Figure 1. Routing congestion.
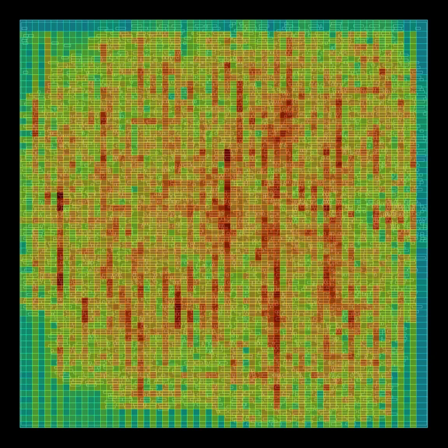
Figure 2. A small window of the routed layout.
Region (215, 215) to (240, 240) um. Cells in gray, sequential cells in the stronger gray; small squares are vias.
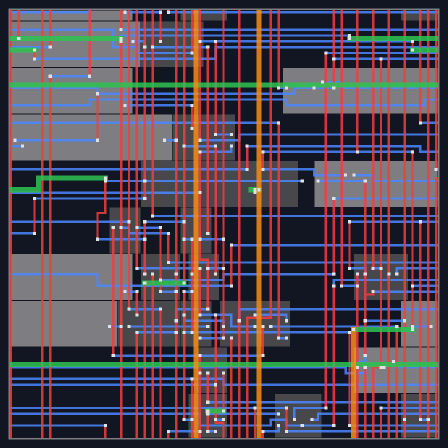
Figure 3. Register map, names as in the netlist.
Drawn at 1 px/um. Other sequential cells in the stronger gray, the rest of the logic in the fainter gray.
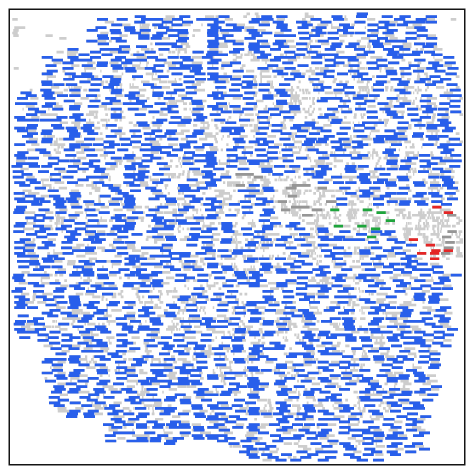
Figure 4. The metal 2 layer.
Drawn at 1 px/um.
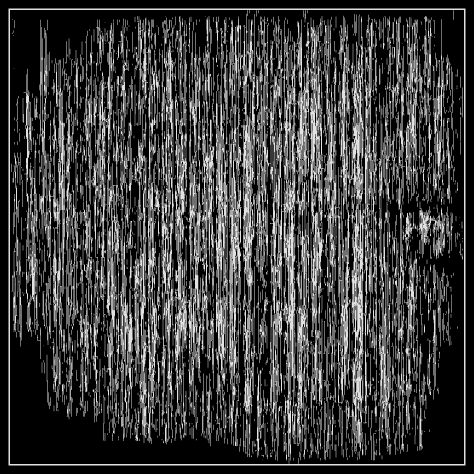
File: config.mk
export PLATFORM = sky130hd
export DESIGN_NAME = sync_fifo
export DESIGN_NICKNAME = d
export VERILOG_FILES = /design/src/rtl/sync_fifo.sv
export SDC_FILE = /design/constraint.sdc
export NUM_CORES = 2
export LEC_CHECK = 0
export CORE_UTILIZATION = 40
export DETAILED_ROUTE_END_ITERATION = 12
export GPL_ROUTABILITY_DRIVEN = 0
export PLACE_DENSITY_LB_ADDON = 0.05
export SKIP_CTS_REPAIR_TIMING = 1
export SLEW_MARGIN = 10
export SYNTH_ARGS = -nofsm -noshare
export SYNTH_HDL_FRONTEND = slang
export SYNTH_SLANG_ARGS = --single-unit
File: constraint.sdc
create_clock -name clock -period 4.7 [get_ports clock]
set_input_delay 0.94 -clock clock [delete_from_list [all_inputs] [get_ports clock]]
set_output_delay 0.94 -clock clock [all_outputs]
set_load 0.02 [all_outputs]
File: src/rtl/sync_fifo.sv
// rtl/sync_fifo.sv - single-clock FIFO with standard/FWFT read, occupancy flags and sticky errors
// Flags and count are registered from count_next so no request input reaches an output combinationally.

module sync_fifo #(
  parameter int ADDRWIDTH     = 8,
  parameter int WIDTH         = 8,
  parameter int FWFT          = 0,
  parameter int AFULL_THRESH  = (1 << ADDRWIDTH) - 2,
  parameter int AEMPTY_THRESH = 1
) (
  input  logic                 clock,
  input  logic                 reset,
  input  logic                 clear,
  input  logic                 enqueue,
  input  logic                 dequeue,
  input  logic [WIDTH-1:0]     data_in,
  output logic [WIDTH-1:0]     data_out,
  output logic                 full,
  output logic                 empty,
  output logic                 almost_full,
  output logic                 almost_empty,
  output logic [ADDRWIDTH:0]   count,
  output logic                 overflow,
  output logic                 underflow
);

  localparam int DEPTH = 1 << ADDRWIDTH;
  localparam logic [ADDRWIDTH:0] DEPTH_C = (ADDRWIDTH+1)'(DEPTH);
  localparam logic [ADDRWIDTH:0] AF_C    = (ADDRWIDTH+1)'(AFULL_THRESH);
  localparam logic [ADDRWIDTH:0] AE_C    = (ADDRWIDTH+1)'(AEMPTY_THRESH);

  logic [WIDTH-1:0]     mem [DEPTH];
  logic [ADDRWIDTH:0]   wr_ptr;
  logic [ADDRWIDTH:0]   rd_ptr;
  logic [ADDRWIDTH:0]   count_q;
  logic [ADDRWIDTH:0]   count_next;
  logic [ADDRWIDTH-1:0] rd_addr;
  logic                 full_q;
  logic                 empty_q;
  logic                 afull_q;
  logic                 aempty_q;
  logic                 ovf_q;
  logic                 unf_q;
  logic                 deq_ok;
  logic                 enq_ok;

  // A read in the same cycle frees a slot, so a full FIFO still accepts the write.
  assign deq_ok  = dequeue & ~empty_q;
  assign enq_ok  = enqueue & (~full_q | deq_ok);
  assign rd_addr = rd_ptr[ADDRWIDTH-1:0];

  always_comb begin
    count_next = count_q;
    case ({enq_ok, deq_ok})
      2'b10:   count_next = count_q + 1'b1;
      2'b01:   count_next = count_q - 1'b1;
      default: count_next = count_q;
    endcase
  end

  always_ff @(posedge clock or negedge reset) begin
    if (!reset) begin
      wr_ptr   <= '0;
      rd_ptr   <= '0;
      count_q  <= '0;
      full_q   <= 1'b0;
      empty_q  <= 1'b1;
      afull_q  <= 1'b0;
      aempty_q <= 1'b1;
      ovf_q    <= 1'b0;
      unf_q    <= 1'b0;
    end else if (clear) begin
      wr_ptr   <= '0;
      rd_ptr   <= '0;
      count_q  <= '0;
      full_q   <= 1'b0;
      empty_q  <= 1'b1;
      afull_q  <= 1'b0;
      aempty_q <= 1'b1;
      ovf_q    <= 1'b0;
      unf_q    <= 1'b0;
    end else begin
      if (enq_ok) wr_ptr <= wr_ptr + 1'b1;
      if (deq_ok) rd_ptr <= rd_ptr + 1'b1;
      count_q  <= count_next;
      full_q   <= (count_next == DEPTH_C);
      empty_q  <= (count_next == '0);
      afull_q  <= (count_next >= AF_C);
      aempty_q <= (count_next <= AE_C);
      if (enqueue && !enq_ok) ovf_q <= 1'b1;
      if (dequeue && !deq_ok) unf_q <= 1'b1;
    end
  end

  // Storage is deliberately not reset.
  always_ff @(posedge clock) begin
    if (reset && !clear && enq_ok) mem[wr_ptr[ADDRWIDTH-1:0]] <= data_in;
  end

  if (FWFT != 0) begin : g_fwft
    assign data_out = empty_q ? '0 : mem[rd_addr];
  end else begin : g_std
    logic [WIDTH-1:0] dout_q;
    always_ff @(posedge clock or negedge reset) begin
      if (!reset)      dout_q <= '0;
      else if (clear)  dout_q <= '0;
      else if (deq_ok) dout_q <= mem[rd_addr];
    end
    assign data_out = dout_q;
  end

  assign full         = full_q;
  assign empty        = empty_q;
  assign almost_full  = afull_q;
  assign almost_empty = aempty_q;
  assign count        = count_q;
  assign overflow     = ovf_q;
  assign underflow    = unf_q;

endmodule

==> deck_impl_summary.md <==
Synthesis and Place & Route Summary

Run status
  • Status: finished, final reports clean

Synthesis
  • Area fraction in xor and xnor cells: 0.2249%
  • Simple-Gate Fraction of Synth Area: 3.063%
  • Ys flops: 2087
  • Post-Syn Nets: 4073
  • Top cells by area: edfxtp_1, mux4_2, mux2i_1, nor2_1, dfrtp_1
  • YS chip area: 0.08177 mm2
  • Adders+Majority by Area: 0.1224%
  • Synth cell count leaders: edfxtp_1, mux4_2, nor2_1

Detailed routing
  • DRC viols: 0
  • Wire length per cell: 33.57 um

Setup path
  • Crit-path max cell delay: 1.01 ns
  • CP cell instances: buf_12 > mux4_2 > o22ai_1 > nor3_1 > nor4_1 > nand3_1 > nand3_1 > o21ai_1
  • Worst setup EP type: flop
  • Cell family with most CP delay: simple AND/OR/NAND/NOR gates

Finish
  • Fraction of layout instances using a drive strength above 1: 26.62%
  • Post-Layout Cell Count: 7387

Power and ir drop
  • LEAKAGE: 29.66 nW
  • Pwr dens: 452.2 mW/mm2
  • Worst VDD drop: 0.3976 mV

Floorplan
  • Die area: 0.2062 mm2

Final timing
  • Fmax: 0.2499 GHz
## Picture notes: Figure 1
met1 usage: 34.85%
routing usage on met2: 39.06%
gr usage total: 24.25%

## Picture notes: Figure 2
green -> metal 3
red -> metal 2
blue -> metal 1
orange -> metal 4
most frequent = edfxtp_1 (7)
netlist names of flops here include = `mem` (7)
cells with their middle in the window = 23
sequential cells in the window = 7

## Picture notes: Figure 3
red -> `count`  # flops 9, where east
blue -> `mem`  # flops 2048, where all over the die
green -> `wr_ptr`  # flops 8, where east

## Picture notes: Figure 4
wire length on this layer = 119 mm
main direction = vertical
share of all routed wire = 48%
DRT Wirelength: 248.0 mm
via count: 42520

## cells in the final DEF (no fill, tap or decap), types with 42 or more instances in the layout
master / synthesis / layout
buf_4: 19 / 432
clkinv_1: 2 / 61
mux2i_1: 221 / 221
mux4_2: 425 / 425
a21oi_1: 92 / 92
nand2_1: 102 / 91
a22oi_1: 62 / 62
o221ai_1: 42 / 42
nor3_1: 48 / 48
o22ai_1: 82 / 82
clkbuf_16: 0 / 225
nor2_1: 316 / 312
clkbuf_1: 122 / 53
edfxtp_1: 2048 / 2048
## area by class of cell
| class | instances | area (um2) |
|---|---|---|
| fillers | 17070 | 107700 |
| flip-flops and latches | 2087 | 62490 |
| multi-input cells | 1701 | 17810 |
| clock buffers | 278 | 5829 |
| repair buffers | 497 | 4223 |
| well taps | 2672 | 3343 |
| clock inverters | 134 | 1287 |
| inverters | 14 | 57.56 |
| diodes | 4 | 10.01 |
## path summary, 6_finish.rpt
check / from / endpoint / slack, ns / depth (start not counted)
max in group asynchronous: reset / rd_ptr[3] / 3.97 / 2
min: reset / almost_full / 0.27 / 2
max: rd_ptr[0] / data_out[6] / 0.70 / 8
min in group clock: overflow / overflow / 0.49 / 2
max reg2reg: rd_ptr[0] / data_out[6] / 0.70 / 8
min reg2reg: overflow / overflow / 0.49 / 2
## report_power, final
part | internal, mW | total [mW] | switching [mW] | leakage [nW]
combinational | 2.26 | 5.03 | 2.78 | 7.26
sequential | 20.5 | 20.7 | 0.176 | 18.9
clock | 10.0 | 17.3 | 7.28 | 3.47
total | 32.8 | 43.0 | 10.2 | 29.7
## flip-flops by register name (all words and copies together), names as in the netlist
name          flops
almost_empty      1
almost_full       1
count             9
data_out          8
empty             1
full              1
mem            2048
overflow          1
rd_ptr            8
underflow         1
wr_ptr            8
Power and IR drop assume default switching activity.
